==> src/rtl/unsplit_pkg.sv <==
// unsplit_pkg: shared flow-library helpers for the unsplit serializer.
// Only the LOG_* counter-width convention is shared; the state encoding
// stays private to the module.
package unsplit_pkg;

   // Counter width for a slice index over n slices: clog2(n), never below 1.
   function automatic int log_width(input int n);
      return (n > 2) ? $clog2(n) : 1;
   endfunction

endpackage : unsplit_pkg

==> src/rtl/unsplit.sv <==
// unsplit: serializes N_IN_STREAMS-slice packed words into one WIDTH-bit
// sample per clock, least-significant slice first. A one-word pending
// buffer absorbs a word arriving mid-drain. A further word is dropped.
// Optional build macro UNSPLIT_ERROR_EN compiles in the sticky overflow
// flag. Without it, error is tied low and overflow drops the word silently.
module unsplit
   import unsplit_pkg::*;
#(
   parameter int N_IN_STREAMS     = 2,
   parameter int LOG_N_IN_STREAMS = log_width(N_IN_STREAMS),
   parameter int WIDTH            = 32
) (
   input  logic                          clk,
   input  logic                          rst_n,
   input  logic [WIDTH*N_IN_STREAMS-1:0] in_data,
   input  logic                          in_nd,
   output logic [WIDTH-1:0]              out_data,
   output logic                          out_nd,
   output logic                          error
);

   localparam int WORD_W = WIDTH * N_IN_STREAMS;

   // IDLE: nothing draining. BUSY: sreg holds the word being emitted.
   typedef enum logic {IDLE = 1'b0, BUSY = 1'b1} state_t;

   localparam logic [LOG_N_IN_STREAMS-1:0] POS_ONE  = LOG_N_IN_STREAMS'(1);
   localparam logic [LOG_N_IN_STREAMS-1:0] POS_LAST = LOG_N_IN_STREAMS'(N_IN_STREAMS - 1);

   state_t                      state,    state_nx;
   logic [LOG_N_IN_STREAMS-1:0] pos,      pos_nx;
   logic [WORD_W-1:0]           sreg,     sreg_nx;
   logic [WORD_W-1:0]           pend,     pend_nx;
   logic                        pend_v,   pend_v_nx;
   logic [WIDTH-1:0]            out_data_nx;
   logic                        out_nd_nx;
   logic                        error_nx;

   // Next-state and next-output decision for the drain engine.
   always_comb begin
      // NOTE: every signal assigned here gets a default first, so no path
      // leaves one unassigned and no latch is inferred.
      state_nx    = state;
      pos_nx      = pos;
      sreg_nx     = sreg;
      pend_nx     = pend;
      pend_v_nx   = pend_v;
      out_data_nx = out_data;
      out_nd_nx   = 1'b0;
`ifdef UNSPLIT_ERROR_EN
      error_nx    = error;
`else
      error_nx    = 1'b0;
`endif

      if (N_IN_STREAMS == 1) begin
         // Single-slice words: a registered pass-through.
         out_data_nx = in_data[WIDTH-1:0];
         out_nd_nx   = in_nd;
      end else begin
         unique case (state)
            IDLE: begin
               if (in_nd) begin
                  // Slice 0 goes straight out; the rest waits in sreg.
                  out_data_nx = in_data[WIDTH-1:0];
                  out_nd_nx   = 1'b1;
                  sreg_nx     = in_data >> WIDTH;
                  pos_nx      = POS_ONE;
                  state_nx    = BUSY;
               end
            end
            BUSY: begin
               out_data_nx = sreg[WIDTH-1:0];
               out_nd_nx   = 1'b1;
               if (pos == POS_LAST) begin
                  // Last slice: refill from pend first, then from the
                  // input, so streaming stays gap-free.
                  pos_nx = '0;
                  if (pend_v) begin
                     sreg_nx   = pend;
                     pend_v_nx = in_nd;
                     if (in_nd) pend_nx = in_data;
                  end else if (in_nd) begin
                     sreg_nx = in_data;
                  end else begin
                     state_nx = IDLE;
                  end
               end else begin
                  pos_nx  = pos + POS_ONE;
                  sreg_nx = sreg >> WIDTH;
                  if (in_nd) begin
                     if (!pend_v) begin
                        pend_nx   = in_data;
                        pend_v_nx = 1'b1;
                     end else begin
                        // Buffer already full: the incoming word is lost.
`ifdef UNSPLIT_ERROR_EN
                        error_nx = 1'b1;
`endif
                     end
                  end
               end
            end
         endcase
      end
   end

   // State, data path and output registers; reset discards any word in flight.
   always_ff @(posedge clk or negedge rst_n) begin
      if (!rst_n) begin
         // NOTE: sreg and pend are single words, not a memory, so they are
         // reset along with the control state to give clean restart values.
         state    <= IDLE;
         pos      <= '0;
         sreg     <= '0;
         pend     <= '0;
         pend_v   <= 1'b0;
         out_data <= '0;
         out_nd   <= 1'b0;
         error    <= 1'b0;
      end else begin
         // NOTE: non-blocking assignments so every register samples the
         // pre-edge values computed above, independent of statement order.
         state    <= state_nx;
         pos      <= pos_nx;
         sreg     <= sreg_nx;
         pend     <= pend_nx;
         pend_v   <= pend_v_nx;
         out_data <= out_data_nx;
         out_nd   <= out_nd_nx;
         error    <= error_nx;
      end
   end

endmodule : unsplit

==> config.mk <==
export PLATFORM = sky130hd
export DESIGN_NAME = unsplit
export DESIGN_NICKNAME = d
export VERILOG_FILES = /design/src/rtl/unsplit_pkg.sv /design/src/rtl/unsplit.sv
export SDC_FILE = /design/constraint.sdc
export NUM_CORES = 1
export LEC_CHECK = 0
export CORE_MARGIN = 10
export CORE_UTILIZATION = 42
export CTS_CLUSTER_SIZE = 12
export DETAILED_ROUTE_END_ITERATION = 16
export DONT_BUFFER_PORTS = 1
export PLACE_DENSITY_LB_ADDON = 0.3
export SYNTH_ARGS = -nofsm -noshare
export SYNTH_HDL_FRONTEND = slang
export SYNTH_SLANG_ARGS = --single-unit
==> constraint.sdc <==
create_clock -name clk -period 4.3 [get_ports clk]
set_input_delay 0.86 -clock clk [delete_from_list [all_inputs] [get_ports clk]]
set_output_delay 0.86 -clock clk [all_outputs]
set_load 0.01 [all_outputs]
run_1/floorplan.png
Bar = 50 um. Pins as bars on the die edge.
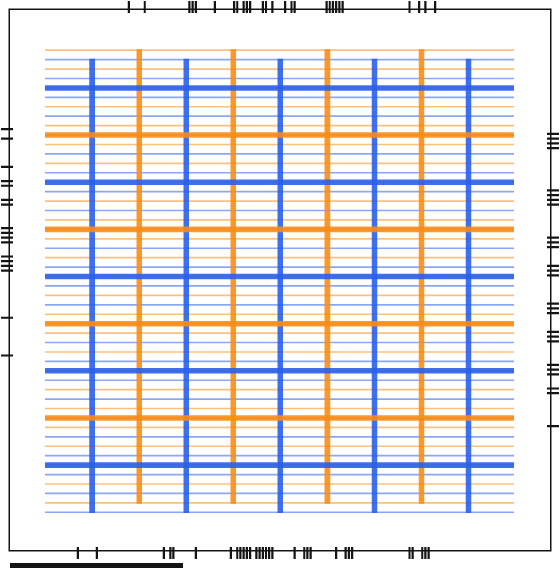
colour	net
orange	VDD
blue	VSS
met5 straps	9
met1 rails	50
met4 straps	9
rows	49

run_1/class_map.png
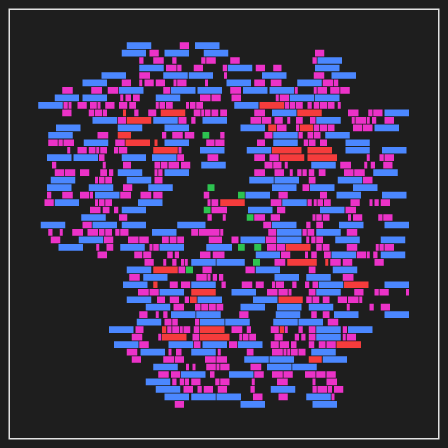
colour	class	cells
green	remaining buffers and delay cells	9
blue	sequential cells	164
red	clock drivers and dummy loads	32
magenta	remaining logic cells	433

run_1/clock_wires.png
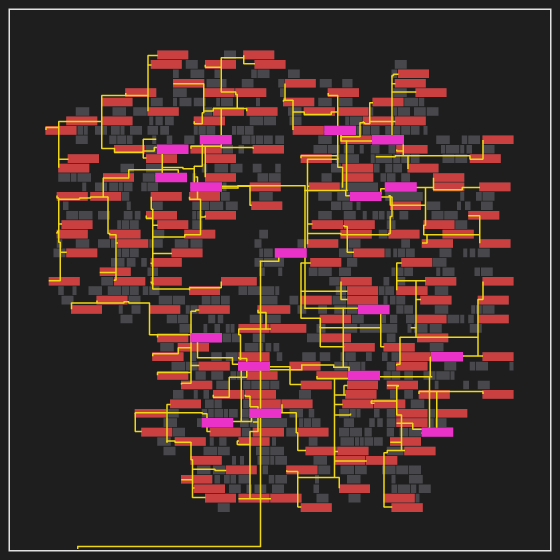
[red] flip-flops | count: 164
[magenta] clock-net drivers | count: 17
[yellow] clock wires | length: 2030 um
routed clock nets	18

run_1/layers.png
Bar = 50 um.
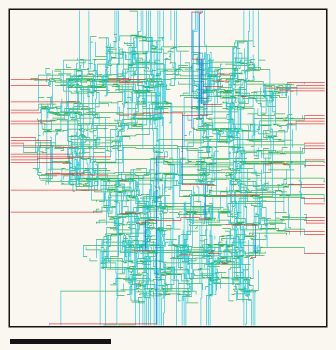
colour	layer	wire length
blue	M4	332 um
cyan	M2	9100 um
red	M3	1130 um
green	M1	7790 um

==> run 1: metal layers <==
layer,track usage,vias up,share of wire
met2,0.251,114,0.50
met3,0.0505,21,0.061
met4,0.0539,0,0.018
met1,0.182,2644,0.42
li1,-,2343,-
met5,0,-,0
==> run 1: Yosys cell counts <==
cell type,number
buf_1,2
a21oi_1,3
dfrtp_1,164
a21o_1,33
o211ai_4,1
nor2b_4,1
buf_2,19
clkbuf_1,28
o21bai_1,1
conb_1,1
ha_1,1
o211ai_1,1
inv_1,1
o21ai_0,66
nor2_1,1
buf_4,5
o2bb2ai_1,32
buf_6,6
or2_2,1
a31oi_1,32
mux2_2,64
nand2_1,64
clkinv_1,2
mux2i_1,96
a211oi_1,32
==> run 1: sequential cells by signal, summed over array words and instances, names as in the netlist <==
signal	cells
state	1
pend_v	1
sreg	64
pos	1
out_nd	1
pend	64
out_data	32
==> run 1: worst register-to-register path, delay by kind of cell (launching register included) <==
family	cells	cell delay, ns
buffers and inverters	3	1.02
DFF	1	0.68
AOI/OAI and AO/OA	2	1.03
adders and majority gates	1	0.16
==> run 1: power breakdown <==
part / leakage, nW / internal, W / switching [W]
Combinational: 1.49 / 0.00130 / 0.00130
Sequential: 1.96 / 0.00233 / 0.000654
Clock: 0.307 / 0.00102 / 0.000602
Total: 3.76 / 0.00465 / 0.00255
==> run 1: kinds of logic after synthesis <==
kind of cell	Yosys count
buffers and inverters	63
DFF	164
adders and majority gates	1
muxes	160
AOI/OAI and AO/OA	201
other	1
and+or+nand+nor	67
==> run 1: cell type report <==
class,instances,area [sq um]
fill,1643,9590
clock buffer,23,478
inverter,3,11.3
tap,229,287
clock inverter,9,151
sequential,164,4110
multi-input combinational,430,3320
timing repair buffer,9,67.6
==> reports/metrics.yaml, run 1 <==
drc_errors: 0
fin_util: 0.468
ys_sh_xor: 0
setup_slack_ns: 1.32
hpwl_mm: 11.4
worst_setup_path_start_kind: "flop"
clk_latency_ns: 0.42
place_ws_ns: 1.36
warnings: 28
post-route-min-period_ns: 2.98
max_slew_margin: 0.298
path_class: "flop to flop"
fp_nets: 725
fp_util: 0.429
syn_area_sq_um: 7740
path_cells: "inv_1 > ha_1 > clkinv_1 > buf_4 > a21oi_4 > o2bb2ai_1"
reg2reg_slack_ns: 1.32
tns_ns: 0
ir_drop_mv: 0.419
gp_congestion: 0.739
critPathCapture: "sreg[51]"
core_sq_um: 18000
first_iter_violations: 366
syn_inst: 657
dp_cells: 835
syn2layout_area_growth_pct: 8.92
postSynthSeqShare: 0.530
antenna_found_initial: 0
tightest_slew_ns: 1.05
grt_overflow: 0
synth_top_area_share: 0.530
layout-drive-gt1-share: 0.171
yosysTopAreaCell: "dfrtp_1"
crit_fanout: 32
synth_flops: 164
grt_pass1_wl_mm: 29.6
cts_buffers: 17
power_density_nw_per_um2: 854
fin_worst_skew_ns: 0.00810
place_area_sq_um: 7800
hold_ws_ns: 0.143
postCtsSetupRepairBufs: 0
critical-path-top-delay-family: "AND-OR/OR-AND gates"
layout_top_cell: "dfrtp_1"
crit_slowest_cell: "a21oi_4"
ys_cells: 657
p_leak_nw: 3.76
post_drt_wl_per_cell_um: 21.2
portBuffers: 0
reg2reg_from: "pend_v"
grt_max_degree: 165
ant_nets: 0
htree_levels: 4
grt_pass1_vias: 5351
finalCritPeriodShare: 0.693
worst-path-buf-inv: 3
ios: 101
synthAoiAreaFrac: 0.174
postLayoutCellArea_sq_um: 8430
post_cts_resized: 0
hold_buffers: 0
ys_types: 25
final-hold-violation-count: 0
max_stage_delay_ns: 0.81
outcome: "complete, no violations"
worst-path-stages: 6
setup_violations: 0
finalNetCount: 693
cts.sinks: 164
top_cells_by_area: "dfrtp_1 53%, mux2i_1 12%, mux2_2 9.3%"
synthMuxAreaShare: 0.217
clkSlewWorstSetupHoldPaths_ns: 0.06
antenna_cells: 0
max_cap_violations: 0
wl_mm: 18.4
total_power_w: 0.00720
viasPerCell: 5.91
fin_cells: 867
clockBufferDepth: 2
firstDrtPassIters: 5
fmax_mhz: 336
final_max_slew_viol_count: 0
run_1/congestion_map.png
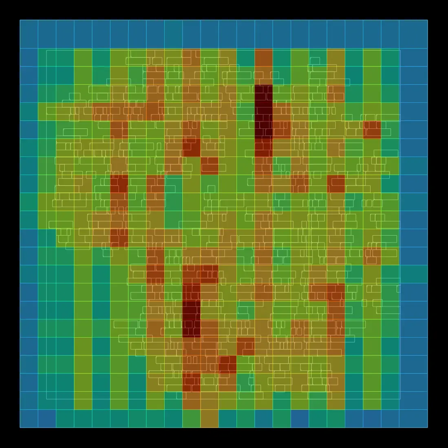

==> run 1 -> run 2 <==
clock period = 3.1 ns   (was 4.3 ns; I/O delays follow)
run_2/congestion_map.png
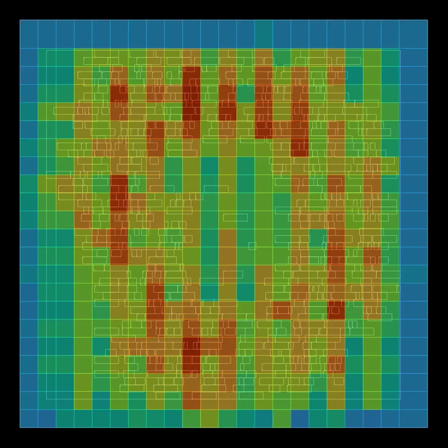
busiest grt layer: met2
met1 usage: 0.186

run_2/layers.png
Bar = 50 um.
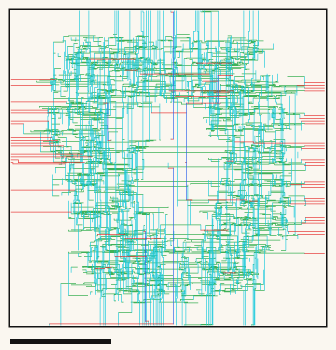
colour	layer	wire length
red	M3	1120 um
blue	M4	263 um
green	M1	8090 um
cyan	M2	8670 um

==> reports/metrics.yaml, run 2 <==
post-route-min-period_ns: 2.24  # -0.740 ns
postCtsSetupRepairBufs: 0  # unchanged
finalCritPeriodShare: 0.722  # +0.0293
viasPerCell: 5.81  # -1.6%
final-hold-violation-count: 164  # +164
post_cts_resized: 0  # unchanged
worst_setup_path_start_kind: "flop"
power_density_nw_per_um2: 1180  # +38%
reg_top3: "pend x64, sreg x64, out_data x32"
firstDrtPassIters: 5  # unchanged
pwr-share-clk: 0.218  # -0.007
yosys-top-cells-count: "164 x dfrtp_1, 96 x mux2i_1, 66 x o21ai_0, 64 x mux2_2, 64 x nand2_1"
fmax_mhz: 447  # +33%
num-fill-cells: 1636  # -0.43%
hpwl_mm: 11.1  # -2.7%
fin_cells: 869  # +0.23%
crit_fanout: 66  # +110%
post-synth-top-count-cell: "dfrtp_1"
max_slew_margin: 0.367  # +0.0691
tns_ns: 0  # unchanged
wl_mm: 18.1  # -1.1%
ios: 101  # unchanged
post_drt_wl_per_cell_um: 20.9  # -1.4%
warnings: 30  # +7.1%
antenna_cells: 0  # unchanged
setup_violations: 0  # unchanged
internal-power_w: 0.00635  # +36%
gp_congestion: 0.731  # -1.1%
dp_cells: 837  # +0.24%
synthFlopType: "dfrtp_1"
tightest_slew_ns: 0.949  # -0.0986 ns
pwr-share-comb: 0.379  # +0.018
postLayoutCellArea_sq_um: 8430  # about the same
syn2layout_area_growth_pct: 8.96  # about the same
async_flop_share: 1.00  # unchanged
core_sq_um: 18000  # unchanged
layout_top_cell: "dfrtp_1"
outcome: "complete, but fails checks"
violations: "hold timing"
max_cap_violations: 0  # unchanged
switching_power_w: 0.00360  # +41%
portBuffers: 0  # unchanged
clkSlewWorstSetupHoldPaths_ns: 0.07  # about the same
first_iter_violations: 329  # -10%
place_ws_ns: 0.801  # -0.559 ns
path_class: "flop to flop"
ir_drop_mv: 0.536  # +28%
setup_slack_ns: 0.862  # -0.460 ns
layout-drive-gt1-share: 0.178  # +0.00728
grt_overflow: 0  # unchanged
postSynthSeqShare: 0.530  # unchanged
fp_util: 0.429  # unchanged
hold_ws_ns: -0.101  # -0.243 ns
fp_nets: 725  # unchanged
antenna_found_initial: 0  # unchanged
htree_levels: 4  # unchanged
wl_met2_mm: 8.67  # -4.8%
cts.sinks: 164  # unchanged
grt_max_degree: 165  # unchanged
ys_types: 25  # unchanged
-- run 2: logic make-up (layout without fill, tap and decap cells) --
kind of cell,Yosys count,in the layout
adders and majority gates,1,1
buffers and inverters,63,46
AOI/OAI and AO/OA,201,201
DFF,164,164
and+or+nand+nor,67,67
muxes,160,160
other,1,1
-- run 2: stage by stage --
stage / hold WS [ns] / power (W) / util
2_1_floorplan: 0.324 / 0.00704 / -
3_3_place_gp: 0.333 / 0.00768 / 0.434
3_5_place_dp: 0.332 / 0.00786 / 0.434
4_1_cts: -0.123 / 0.0101 / 0.468
5_1_grt: -0.131 / 0.0106 / 0.468
6_report: -0.101 / 0.00995 / 0.468
-- run 2: path summary, 6_finish.rpt --
kind | start | end | slack, ns | cells after the start
worst max-delay path | state | sreg[23] | 0.86 | 3
worst max register to register | state | sreg[23] | 0.86 | 3
worst min register to register | sreg[58] | sreg[58] | 0.48 | 1
min in group clk | in_data[48] | pend[48] | 0.35 | 1
worst min-delay path | rst_n | pend[35] | -0.10 | 0
max in group asynchronous | rst_n | pend_v | 2.82 | 0
-- run 2: worst max-delay path, stage by stage (launching register included) --
cell and delay [ns]:
dfrtp_4 0.84, a21o_1 0.83, buf_4 0.33, a31oi_1 0.10
-- run 2: cell type report --
type	instances	area (sq um)	area share
multi-input cells	430	3320	0.394
well taps	229	287	0.0340
flip-flops and latches	164	4110	0.488
clock inverters	15	179	0.0212
inverters	3	11.3	0.00134
clock buffers	17	425	0.0504
repair buffers	11	95.1	0.0113
-- run 2: power by group through the flow --
stage	registers (W)	clock network (W)	logic [W]
global route	0.00415	0.00230	0.00417
CTS	0.00402	0.00220	0.00383
detailed placement	0.00405	0	0.00381
global placement	0.00401	0	0.00367
finish	0.00402	0.00217	0.00377
floorplan	0.00375	0	0.00329
Power is estimated from default activity; no workload was simulated.
